Fig. 1: run 1, metal 2
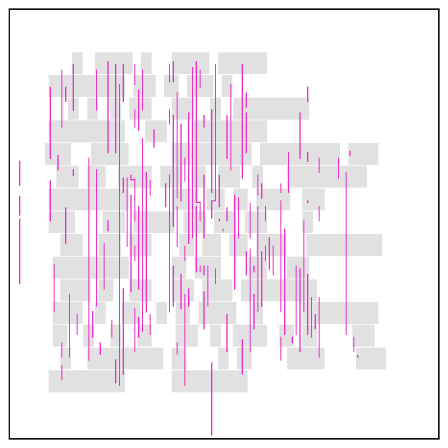
Fig. 2: run 1, met3 routing
Scale bar: 20 um.
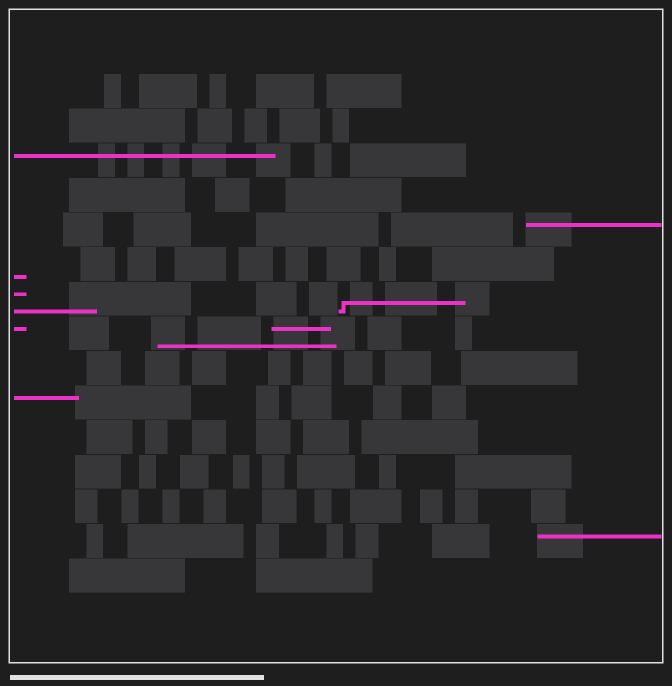
Fig. 3: run 1, routed clock nets over the placement
Scale bar: 20 um.
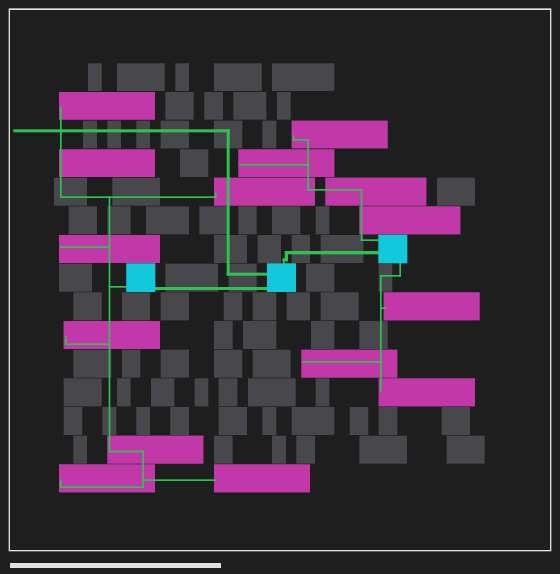
<file path="src/rtl/rx_bit_ctrl.sv">
// rtl/rx_bit_ctrl.sv - UART receive bit-timing controller
//
// Synchronises the raw serial line, detects and validates the start bit,
// then issues one shift_strobe per bit period (mid-bit) to a downstream
// 9-bit shift register (8 data bits + stop bit).  After the ninth strobe
// the stop bit returned by that register decides between a buffer load
// and a sticky framing error.
//
// Ports:
//   clk           in   system clock, rising edge
//   n_rst         in   asynchronous active-low reset
//   serial_in     in   raw asynchronous serial line, idle high
//   stop_bit      in   bit 8 of the downstream shift register
//   shift_strobe  out  one-cycle pulse, downstream shifts serial_in
//   sbc_clear     out  one-cycle pulse at start-bit detection
//   load_buffer   out  one-cycle pulse, valid frame received
//   framing_error out  sticky bad-stop-bit flag, cleared by next sbc_clear
//   rx_busy       out  high whenever the controller is not idle

module rx_bit_ctrl #(
   parameter int CLKS_PER_BIT = 10
) (
   input  logic clk,
   input  logic n_rst,
   input  logic serial_in,
   input  logic stop_bit,
   output logic shift_strobe,
   output logic sbc_clear,
   output logic load_buffer,
   output logic framing_error,
   output logic rx_busy
);

   localparam int HALF  = CLKS_PER_BIT / 2;
   localparam int CNT_W = $clog2(CLKS_PER_BIT + 1);

   localparam logic [CNT_W-1:0] CNT_HALF_LAST = CNT_W'(HALF - 1);
   localparam logic [CNT_W-1:0] CNT_BIT_LAST  = CNT_W'(CLKS_PER_BIT - 1);
   localparam logic [CNT_W-1:0] CNT_ONE       = CNT_W'(1);
   localparam logic [3:0]       LAST_BIT_IDX  = 4'd8;

   typedef enum logic [2:0] {
      IDLE     = 3'd0,
      START    = 3'd1,
      RECV     = 3'd2,
      STOP_CHK = 3'd3,
      LOAD     = 3'd4
   } state_t;

   state_t           state;
   logic             sync_meta;
   logic             s;
   logic             s_prev;
   logic [CNT_W-1:0] cnt;
   logic [3:0]       bits;

   logic start_edge;
   logic half_done;
   logic bit_done;

   assign start_edge = s_prev & ~s;
   assign half_done  = (cnt == CNT_HALF_LAST);
   assign bit_done   = (cnt == CNT_BIT_LAST);

   // Strobe and clear live in disjoint states, so they can never coincide.
   assign shift_strobe = (state == RECV) && bit_done;
   assign sbc_clear    = (state == IDLE) && start_edge;
   assign load_buffer  = (state == LOAD);
   assign rx_busy      = (state != IDLE);

   always_ff @(posedge clk or negedge n_rst) begin
      if (!n_rst) begin
         sync_meta     <= 1'b1;
         s             <= 1'b1;
         s_prev        <= 1'b1;
         state         <= IDLE;
         cnt           <= '0;
         bits          <= '0;
         framing_error <= 1'b0;
      end else begin
         sync_meta <= serial_in;
         s         <= sync_meta;
         s_prev    <= s;

         case (state)
            IDLE: begin
               cnt <= '0;
               // Only a fresh 1->0 transition starts a frame; a line that is
               // already low when we come back to idle is ignored.
               if (start_edge) begin
                  state         <= START;
                  framing_error <= 1'b0;
               end
            end

            START: begin
               if (half_done) begin
                  cnt <= '0;
                  if (!s) begin
                     state <= RECV;
                     bits  <= '0;
                  end else begin
                     // Line went back high before mid start bit: glitch.
                     state <= IDLE;
                  end
               end else begin
                  cnt <= cnt + CNT_ONE;
               end
            end

            RECV: begin
               if (bit_done) begin
                  cnt  <= '0;
                  bits <= bits + 4'd1;
                  // This strobe is the ninth (stop bit) one.
                  if (bits == LAST_BIT_IDX) begin
                     state <= STOP_CHK;
                  end
               end else begin
                  cnt <= cnt + CNT_ONE;
               end
            end

            STOP_CHK: begin
               cnt <= '0;
               if (stop_bit) begin
                  state <= LOAD;
               end else begin
                  state         <= IDLE;
                  framing_error <= 1'b1;
               end
            end

            LOAD: begin
               cnt   <= '0;
               state <= IDLE;
            end

            default: begin
               cnt   <= '0;
               state <= IDLE;
            end
         endcase
      end
   end

endmodule
</file>
<file path="config.mk">
export PLATFORM = sky130hd
export DESIGN_NAME = rx_bit_ctrl
export DESIGN_NICKNAME = d
export VERILOG_FILES = /design/src/rtl/rx_bit_ctrl.sv
export SDC_FILE = /design/constraint.sdc
export NUM_CORES = 1
export LEC_CHECK = 0
export CELL_PAD_IN_SITES_DETAIL_PLACEMENT = 1
export CELL_PAD_IN_SITES_GLOBAL_PLACEMENT = 1
export CORE_MARGIN = 4
export CORE_UTILIZATION = 41
export DETAILED_ROUTE_END_ITERATION = 8
export PLACE_DENSITY = 0.84
export SLEW_MARGIN = 0
export SYNTH_ARGS = -nofsm -noshare
export SYNTH_HDL_FRONTEND = slang
export SYNTH_SLANG_ARGS = --single-unit
</file>
<file path="constraint.sdc">
create_clock -name clk -period 2.05 [get_ports clk]
set_input_delay 0.41 -clock clk [delete_from_list [all_inputs] [get_ports clk]]
set_output_delay 0.41 -clock clk [all_outputs]
set_load 0.02 [all_outputs]
</file>
==> impl.org, run 1 <==
#+TITLE: Implementation results

** Outcome
- The run finished with clean final reports.

** Synthesis
- The synthesis report lists the most area-consuming cells as dfrtp_1 39%, dfstp_2 10%, ha_1 8.2%.
- Post-synth design cell area :: 767 um^2
- The cell-mix breakdown from Yosys lists the compound-gate area share as 0.0946.
- Number of cells in the yosys synthesis report :: 74
- The average instance in the mapped netlist occupies 10.4 um^2.
- Proportion of synthesized chip area in sequential cells :: 0.494
- Adder share :: 0.0816
- Yosys reported a register bit count of 15.
- Top cells by instance count after synthesis :: 12 x dfrtp_1, 7 x nor2_1, 5 x a21oi_1, 5 x ha_1, 5 x inv_1

** STA
- Min Tclk post-route :: 1950 ps
- Finish-stage setup viols :: 0
- Final worst setup slack :: 101 ps
- Checking max transition, the worst relative margin is 0.805.
- The pin closest to its max-slew limit shows a slew of 293 ps.
- Final setup skew :: 9.56 ps
- Max Fclk :: 513 MHz

** Worst hold path
- In this run the most critical hold path is launched from sync_meta$_DFF_PN1_.
- Worst Hold Path Cells :: 0
- Hold crit path type :: reg -> reg

** Power
- Post-route total power :: 0.000868 W
- The power report attributes to the sequential group a share of 0.480.
- The script extracted a net switching power of 0.000307 W.
- In this run, power in the clock network comes to 0.000166 W.
- Combinational group share of total power :: 0.328
- Total power per unit cell area :: 905 nW/um^2
- Biggest power consumer among the groups :: registers
- Maximum ir drop on the vdd rail :: 0.000649 V

** Finish
- Fraction of the core area covered by cells at the end of the flow :: 0.549
- Leaving out filler cells and counting taps, the final layout contains 117.
- The most common logic cells in the final layout are 11 x dfrtp_1, 9 x buf_4, 7 x nor2_1.
- Fraction of area in clock buffers and inverters :: 0.0274
- Most used logic cell in the final layout :: dfrtp_1
- For this run, the script counts the antenna cells in the layout as 0.
- Non-clock buffer share :: 0.136
- There are 15 flip-flops and latches.
- Non-clk bufs :: 16
- Per the area breakdown, the dominant cell category is sequential cells.
- In the final layout, the share of cells above drive strength 1 is 0.239.
- In the finished layout, the clock tree contains a buffer count of 4.

** Clock network
- Number of buffers inserted during clock tree synthesis :: 3
- Clock latency on the worst-skew pair, taken at its later pin, is 280 ps.
- Buffer levels on the longest clock path :: 2
- CTS tree :: done

** Floorplanning
- Vertical die dimension :: 51.3 um
- The share of the core area taken by cells at floorplan is 0.439.
- In this run the core area contains 15 standard-cell rows.
- Chip Width :: 51.3 um
- The chip occupies 2630 um^2.
- IO Pins :: 9

** Critical path
- Destination of the critical timing path :: bits[3]$_DFFE_PN0P_
- In the setup report, the worst path falls into the class reg -> reg.
- Register-to-register setup slack :: 100 ps
- Worst path slowest cell :: or4b_4
- Cells along the critical path :: inv_1, ha_1, nand3b_1, or4b_4, a21o_1, a221o_1
- The required time at the worst endpoint is listed as 2210 ps.
- In this run the critical register-to-register path is launched from cnt[0]$_DFF_PN0_.

** Global routing
- In the global route stage, overall resource usage came out at 0.160.
- The first global-routing pass estimated 3020 um of wire.
- met1 track demand over resource after global routing is 0.205.
- Global routing put the most usage on met2.
- Entering global routing, the biggest net connects 16 pins.
- Grt met2 use :: 0.251
- Initial antenna violation count :: 0

** Drt
- After detailed routing, the wire length on met1 is 807 um.
- DR iter-0 viols :: 1
- The first detailed-routing pass ran for 2 iterations.
- The script parses the final routing iteration and logs DRC violations as 0.
- For this block, the routed nets add up to 1670 um of wire.

** Place
- Once placement finished, the instance area stood at 927 um^2.
## Picture notes: Fig. 1
nets with wire on the layer: 85
share of all routed wire: 46%
wire length on this layer: 765 um
longest straight run: 36.0 um

## Picture notes: Fig. 2
wire length on this layer: 81.6 um
nets with wire on the layer: 9
share of all routed wire: 4.9%

## Picture notes: Fig. 3
[green] clock wires | length: 196 um
[magenta] flip-flops | count: 15
[cyan] clock-net drivers | count: 3
routed clock nets: 4

--- run 2 (diff from run 1) ---
- SETUP_SLACK_MARGIN: not set -> 0.5
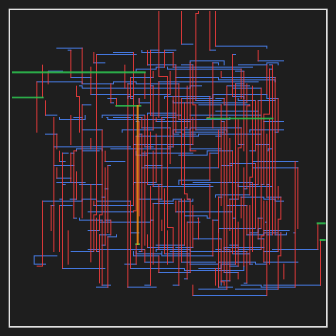
Fig. 4. Metal layers overlaid (run 2).
[red] M2 | wire length: 1,420 um
[blue] M1 | wire length: 970 um
[green] M3 | wire length: 42.5 um
[orange] M4 | wire length: 22.4 um
Post-Route WL: 2460 um
average routed wire per standard cell: 18.3 um

==> run 2 against run 1 <==
Effect of this change: final cell count rose by 15%; sequential power fell by 4%; sequential share of layout area fell by 7.7 points; setup slack improved by 4.4 ps; synthesized cell count did not move; combinational power rose by 100%; core utilization rose by 13 points; largest power group is now combinational logic; highest routed layer unchanged.
==> impl.org, run 2 <==
#+TITLE: Implementation results

** Outcome
- The run finished with clean final reports.

** Drt
- In the per-layer breakdown of the detailed-route log, met1 shows 969 um.
- Remaining routing DRC violations :: 0
- DR iter-0 viols :: 6

** Floorplanning
- The floorplan step records an initial core utilization of 0.439.
- From left edge to right edge, the die measures 51.3 um.
- Pin placement for this block handled 9 I/O pins.
- Row generation in the floorplan step produced 15 rows.
- The floorplan step defined a die boundary enclosing 2630 um^2.
- Vertical die dimension :: 51.3 um

** STA
- Max Fclk :: 514 MHz
- Across all setup checks in the final design, the least slack found is 106 ps.
- Subtracting the final worst setup slack from the clock period gives 1940 ps.
- The worst pin sits at a relative slew slack of 0.532.
- The end-of-flow timing check tallies setup violations at 0.
- Final setup skew :: 4.19 ps
- Least-Margin Pin Slew :: 700 ps
- Endpoints failing hold in the final report were tallied at 0.

** Clock network
- The CTS report gives the tree buffer count as 3.
- At the later pin of the worst-skew pair, clock insertion delay measures 290 ps.
- Buffer levels on the longest clock path :: 2
- TritonCTS built the clock tree.

** Flow run
- In this run the maximum-capacitance check reported violations numbering 0.
- Total number of warnings across the stage logs :: 32

** Synthesis
- The synthesis report names the predominant flop master as dfrtp_1.
- Flops out of synthesis :: 15
- Per the synthesis report, the AND-OR/OR-AND share of the synthesized area is 0.0946.
- Adder share :: 0.0816
- Summing every instance area after synthesis gives 767 um^2.
- Cells taking the most area after synthesis :: dfrtp_1 39%, dfstp_2 10%, ha_1 8.2%
- Post-Syn Area per Cell :: 10.4 um^2
- Yosys stat counts 74 cells in the synthesized netlist.
- Proportion of synthesized chip area in sequential cells :: 0.494

** Finish
- Fraction of area in clock buffers and inverters :: 0.0221
- Flop Count :: 15
- Non-clk bufs :: 33
- The most common logic cell in the final layout is buf_4.
- Ratio of cells with drive above 1 in the final layout :: 0.477
- Per the final report, the share of cell area in non-clock buffers is 0.251.
- Top cells excl fill/tap :: 18 x buf_4, 11 x dfrtp_1, 11 x buf_6
- Count of non-filler cells in the finished layout :: 134
- Number of clock buffers in the layout :: 4
- Ranked by total area, the top cell class in this layout is logic gates.
- For this run, the share of the core covered by cells in the final layout is 0.681.
- Per the layout area report, the sequential fraction of cell area is 0.320.

** Global routing
- The first global-routing pass estimated 3370 um of wire.
- Routing resource usage on met2 recorded by global route was 0.339.
- After global routing, the most crowded layer is met2.
- The number of antenna violations at the first check in global routing is 0.
- Across every metal layer, demand over resource in global routing totals 0.179.
- For this run, global-route usage on met1 was measured as 0.197.

** Power
- Combinational group share of total power :: 0.503
- Proportion of power drawn by flip-flops and latches :: 0.348
- Static Leakage :: 0.531 nW
- Summed over all nets, the switching power comes to 0.000408 W.
- Maximum ir drop on the vdd rail :: 0.000647 V
- The largest share of the power goes to combinational logic.
- Summing internal, switching and leakage power gives 0.00115 W.
- Total power per unit cell area :: 968 nW/um^2
- Clock network power for this build is 0.000171 W.

** Critical path
- Per STA, the worst path is made up of or3b_4, nor3_4, buf_6.
- The critical path is of the reg -> out type.
- Worst path slowest cell :: dfstp_2
- The OpenROAD report gives the critical path a required time of 1640 ps.
- Worst r2r src :: cnt[1]$_DFF_PN0_
- STA reports a reg2reg setup slack of 130 ps.
- Per STA, the endpoint of the critical path is sbc_clear.
- Biggest fanout along the worst timing path :: 3

** Worst hold path
- Hold analysis shows the worst path with a depth of 0.
- Hold crit path type :: reg -> reg
- In this run the most critical hold path is launched from sync_meta$_DFF_PN1_.

** Place
- The post-placement cell area is 922 um^2.
Power and IR drop assume default switching activity.
